==> config.mk <==
export PLATFORM = sky130hd
export DESIGN_NAME = serial_lt_comparator
export DESIGN_NICKNAME = d
export VERILOG_FILES = /design/src/rtl/serial_lt_comparator.sv
export SDC_FILE = /design/constraint.sdc
export NUM_CORES = 1
export LEC_CHECK = 0
export CORE_ASPECT_RATIO = 1.75
export CORE_UTILIZATION = 34
export CTS_CLUSTER_DIAMETER = 150
export DETAILED_ROUTE_END_ITERATION = 10
export GPL_TIMING_DRIVEN = 0
export MAX_ROUTING_LAYER = met4
export PLACE_DENSITY = 0.61
export SLEW_MARGIN = 5
export SYNTH_ARGS = -nofsm -noshare
export SYNTH_HDL_FRONTEND = slang
export SYNTH_SLANG_ARGS = --single-unit
==> constraint.sdc <==
create_clock -name clk -period 1.45 [get_ports clk]
set_input_delay 0.29 -clock clk [delete_from_list [all_inputs] [get_ports clk]]
set_output_delay 0.29 -clock clk [all_outputs]
set_load 0.01 [all_outputs]
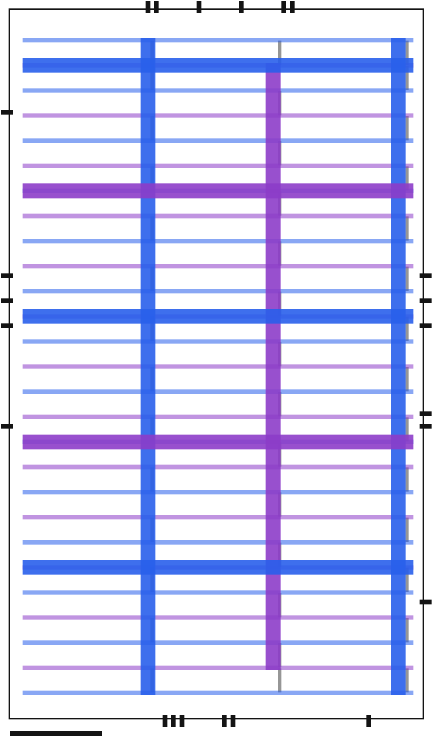
(run_1/pdn.png)
The bar under the picture is 10 um long. Pins as bars on the die edge. Tap cells in grey.
legend:
  blue:
    net: VSS
  purple:
    net: VDD
tap cells: 42
met1 rails: 27
Peak VDD IR: 0.6370 mV
core box area: 0.002993 mm^2
die height: 76.72 um
die width: 44.70 um

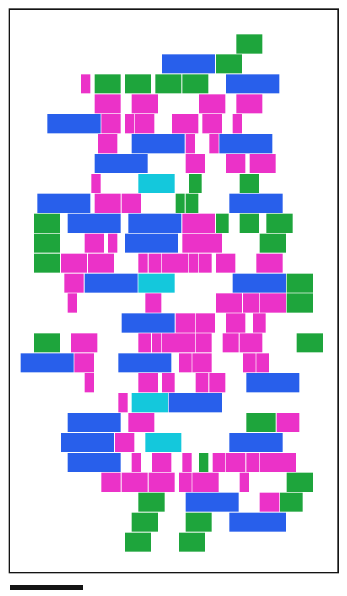
(run_1/cell_classes.png)
The bar under the picture is 10 um long.
legend:
  magenta:
    class: all other logic
    cells: 78
    share_of_their_area: 41%
  green:
    class: other buffers and delay cells
    cells: 30
    share_of_their_area: 20%
  blue:
    class: flip-flops
    cells: 24
    share_of_their_area: 35%
  cyan:
    class: clock drivers and dummy loads
    cells: 4
    share_of_their_area: 4.0%
# rows: 26
final core utilization: 47.37%

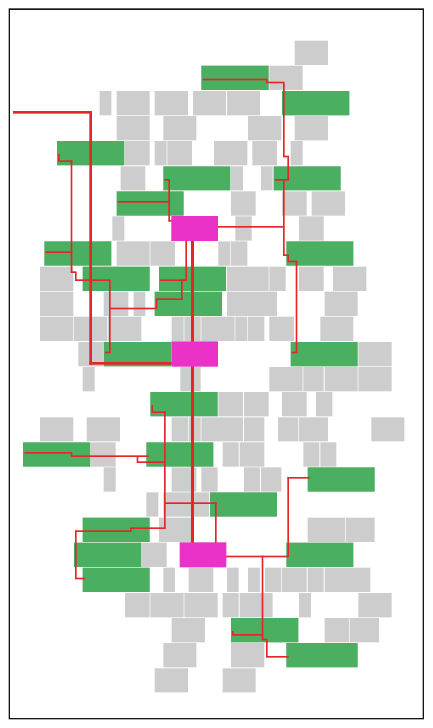
(run_1/clock_map.png)
legend:
  red:
    item: clock wires
    length: 300 um
  green:
    item: flip-flops
    count: 24
  magenta:
    item: cells driving clock nets
    count: 3
routed clock nets: 4
clock latency on the worst-skew pair: 0.27 ns
part of the power in the clock network: 31.6%

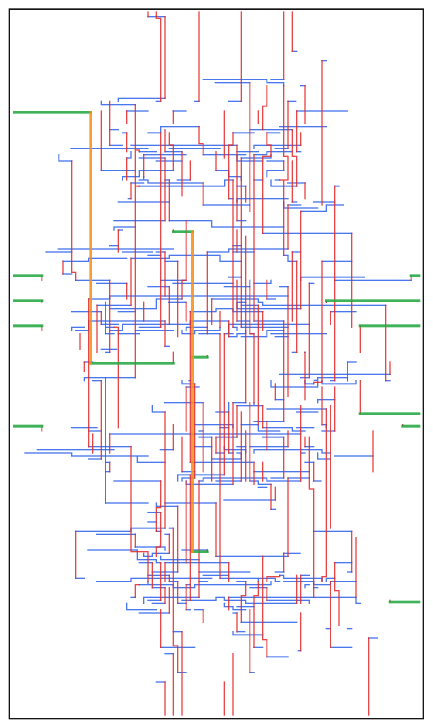
(run_1/metal_stack.png)
legend:
  green:
    layer: met3
    wire_length: 62.9 um
  blue:
    layer: met1
    wire_length: 1000 um
  red:
    layer: met2
    wire_length: 1160 um
  orange:
    layer: met4
    wire_length: 61.9 um
routed wire length: 2288 um
Tot GR Track Use: 15.63%
vias: 912

==> impl_metrics.tcl, run 1 <==
# place-and-route summary
set metrics [dict create \
    comb_area_share_pct 38.92 \
    cts_buffers 3 \
    fp_util_pct 36.25 \
    fin_crit_sh_pct 96.92 \
    routedWlPerCell_um 12.85 \
    layout_top_cells "23 x dfxtp_1, 20 x clkdlybuf4s50_1, 17 x mux2i_1, 15 x a211oi_1, 15 x nor2_1" \
    nClkBuffers 4 \
    n_antenna_cell 0 \
    synth_flop_count 24 \
    synthFlopType "dfxtp_1" \
    netlist_instances 110 \
    yosys.area.top_type "dfxtp_1" \
    drtIter0Drc 22 \
    yosysTopAreaCellShare_pct 44.29 \
    tightest_slew_ns 0.4721 \
    warnings 26 \
    fin_worst_skew_ns 0.005229 \
    start_kind "register" \
    cp_data_required_time_ns 1.16 \
    seqPwrFrac_pct 51.5 \
    antenna_found_initial 0 \
    met3_length_um 62 \
    power_leakage_nw 0.5704 \
    grt_pass1_wl_um 3912 \
    dr_wl_met2_um 1160 \
    setup_tns_ns 0 \
    fillers 313 \
    place_inst 174 \
    dp_hpwl_um 1656 \
    holdWs_ns 0.4780 \
    finalSetupViolations 0 \
    fmax_mhz 711.6 \
    cts.clk_slew.worst_paths_ns 0.08 \
    fin_cells 178 \
    final-clk-cell-share_pct 3.883 \
    cp_num_buf_inv 1 \
    drv_cap 0 \
    hold_path.class "reg -> reg" \
    p_comb_share_pct 16.9 \
    syn_avg_cell_area_um2 9.862 \
    p_comb_uw 241 \
    comb.multi_input.count 77 \
    inverters 1 \
    cts.sinks 24 \
    top_cells_by_count "24 x dfxtp_1, 17 x mux2i_1, 15 x a211oi_1, 15 x nor2_1, 5 x a21oi_1" \
    mux_share_pct 17.07 \
    grtUsageMet3_pct 2.588 \
    whs_path_depth 2 \
    synth.area.top_cells "dfxtp_1 44%, mux2i_1 16%, a211oi_1 10%" \
    cts_tree "built" \
    synthesis.nets 131 \
    pg_seq_uw 737 \
    worstPathCellList "clkdlybuf4s50_1" \
    synthAoiAreaFrac_pct 16.61 \
    seq_area_um2 481.7 \
    cts_hold_buffers 0 \
    num-nets-final 158 \
    flops 24 \
    adder_share_pct 1.153 \
    wl_met1_um 1002 \
    yosys_warnings 0 \
    hold_viol_final 0 \
    use_met2_pct 25.15 \
    highest_layer "met4" \
    drc 0 \
    switching_share_pct 24.44 \
    synthXorXnorAreaFrac_pct 0 \
    cp_max_fo 2 \
    htreeDepth 1 \
    outcome "completed" \
    dp_slack_ns -0.1182 \
    area_dominant_class "multi-input combinational cells" \
    lay_top_count "dfxtp_1" \
    slew_viol_final 0 \
    drive_above_1_share_pct 11.76 \
    power-top-group "registers" \
    sh_seq_area_pct 33.98 \
    die-area_mm2 0.003429 \
    ys_types 27 \
    routed_via_density 5.124 \
    cts_buffer_depth 2 \
    synth_chip_area_mm2 0.001085 \
    final-comb-area_um2 551.8 \
    crit_type "reg -> out" \
    rsz0062_at_grt "false" \
    power_per_cell_area_mw_per_mm2 1010 \
    place_area_mm2 0.001358 \
    ant_nets 0 \
    gr-usage-met1_pct 17.73 \
    postSynthSeqShare_pct 44.29 \
]
==> run_1/final_congestion.png <==
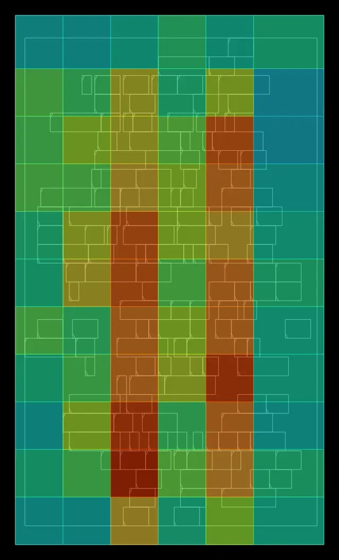

==> inputs of run 2 (changes only) <==
CORE_ASPECT_RATIO = default   (was 1.75)
CORE_UTILIZATION = 49   (was 34)
PLACE_DENSITY = 0.81   (was 0.61)
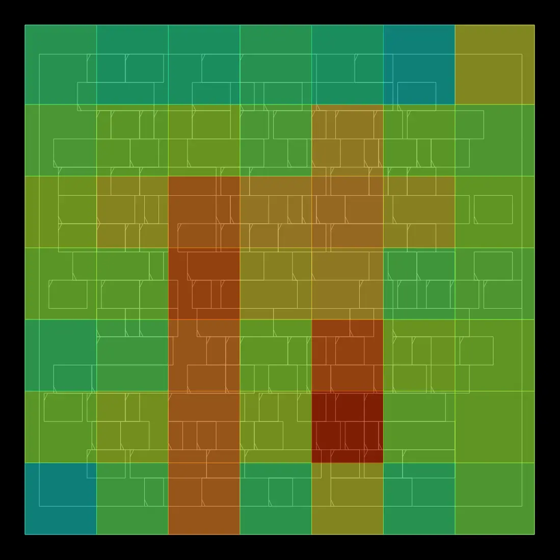
(run_2/final_congestion.png)
M3 GR Usage: 3.115%
drt wl/cell: 13.57 um
met1 Use GR: 26.32%
GRT Max-Usage Layer: met2

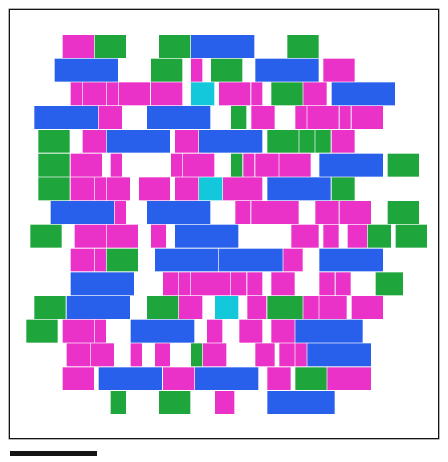
(run_2/cell_classes.png)
The bar under the picture is 10 um long.
legend:
  blue:
    class: flip-flops
    cells: 24
    share_of_their_area: 36%
  magenta:
    class: all other logic
    cells: 78
    share_of_their_area: 42%
  green:
    class: other buffers and delay cells
    cells: 30
    share_of_their_area: 20%
  cyan:
    class: cells driving clock nets
    cells: 3
    share_of_their_area: 1.7%
Design Area, Final: 0.001363 mm^2
core box area: 0.002022 mm^2

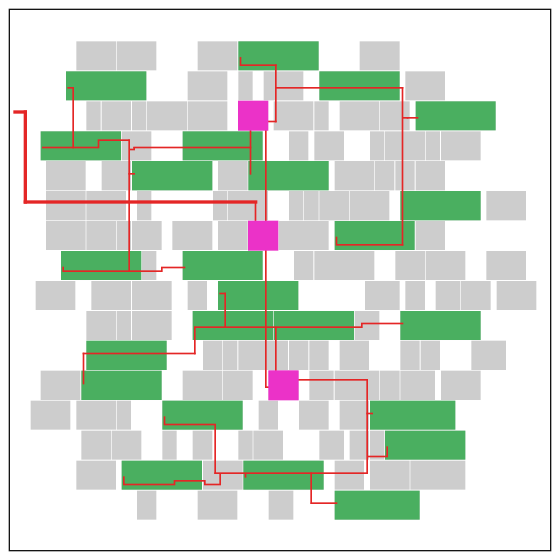
(run_2/clock_map.png)
legend:
  green:
    item: flip-flops
    count: 24
  magenta:
    item: cells driving clock nets
    count: 3
  red:
    item: clock wires
    length: 261 um
routed clock nets: 4
reported clock group power: 282 uW
Layout Skew: 0.0006568 ns
part of the power in the clock network: 22.4%

==> run 2 against run 1 <==
  * Final area fell by 3.9%
  * Sequential share of layout area increased by 1.5 points
  * Critical path depth grew 1
  * Fmax is 2.5% higher
  * Core utilization rose by 20 points
  * Register-to-register slack better by 0.02 ns
  * Final cell count shrank 9.0%
  * Non-clock buffer count stayed put
  * Critical path type unchanged
  * Largest power group unchanged
==> impl_metrics.tcl, run 2 <==
# place-and-route summary
set metrics [dict create \
    met3_length_um 69 \
    die_w_um 49.05 \
    ys_types 27 \
    cts_buffer_depth 2 \
    cts_tree "built" \
    synth_chip_area_mm2 0.001085 \
    yosys_warnings 0 \
    synthFlopType "dfxtp_1" \
    postSynthSeqShare_pct 44.29 \
    fin_cells 162 \
    nClkBuffers 3 \
    layout_top_cells "22 x dfxtp_1, 19 x clkdlybuf4s50_1, 17 x mux2i_1, 15 x a211oi_1, 15 x nor2_1" \
    dp_slack_ns -0.1288 \
    cp_data_required_time_ns 1.16 \
    worstPathCellList "and2b_1 > clkdlybuf4s15_1" \
    ant_nets 0 \
    rsz0062_at_grt "false" \
    synth_flop_count 24 \
    fp_util_pct 53.65 \
    cts_hold_buffers 0 \
    tightest_slew_ns 0.4617 \
    lay_top_count "dfxtp_1" \
    fillers 167 \
    cts.sinks 24 \
    warnings 26 \
    power_leakage_nw 0.5570 \
    fmax_mhz 729.2 \
    htreeDepth 1 \
    mux_share_pct 17.07 \
    drtIter0Drc 18 \
    utilization_pct 67.39 \
    slew_viol_final 0 \
    drc 0 \
    die_h_um 49.05 \
    final-clk-cell-share_pct 1.653 \
    p_comb_uw 239 \
    grt_usage_pct 20.88 \
    dp_hpwl_um 1577 \
    fin_crit_sh_pct 94.58 \
    hold_path.class "reg -> reg" \
    drive_above_1_share_pct 12.59 \
    netlist_instances 110 \
    worst_skew_pair.late_latency_ns 0.30 \
    pg_seq_uw 739 \
    hold_viol_final 0 \
    sh_seq_area_pct 35.45 \
    cts.clk_slew.worst_paths_ns 0.12 \
    highest_layer "met4" \
    comb_area_share_pct 40.50 \
    whs_path_depth 2 \
    seqPwrFrac_pct 58.6 \
    holdWs_ns 0.4883 \
    cp_num_buf_inv 1 \
    drv_cap 0 \
    outcome "completed" \
    use_met2_pct 34.03 \
    adder_share_pct 1.153 \
    drt-total-wl_um 2199 \
    finalSetupViolations 0 \
    crit_type "reg -> out" \
    yosys.area.top_type "dfxtp_1" \
    n_antenna_cell 0 \
    rows 16 \
    start_kind "register" \
    flops 24 \
    grt_pass1_wl_um 3829 \
    synth.area.top_cells "dfxtp_1 44%, mux2i_1 16%, a211oi_1 10%" \
    switching_share_pct 25.78 \
    cts_buffers 3 \
    dr_wl_met2_um 1099 \
    wl_met1_um 1023 \
    synthesis.nets 131 \
    final-comb-area_um2 551.8 \
    power_per_cell_area_mw_per_mm2 924.7 \
    comb.multi_input.count 77 \
    yosysTopAreaCellShare_pct 44.29 \
    cp_max_fo 3 \
    routed_via_density 5.512 \
]
Power figures rest on the tool's default switching activity, not on a simulated workload.
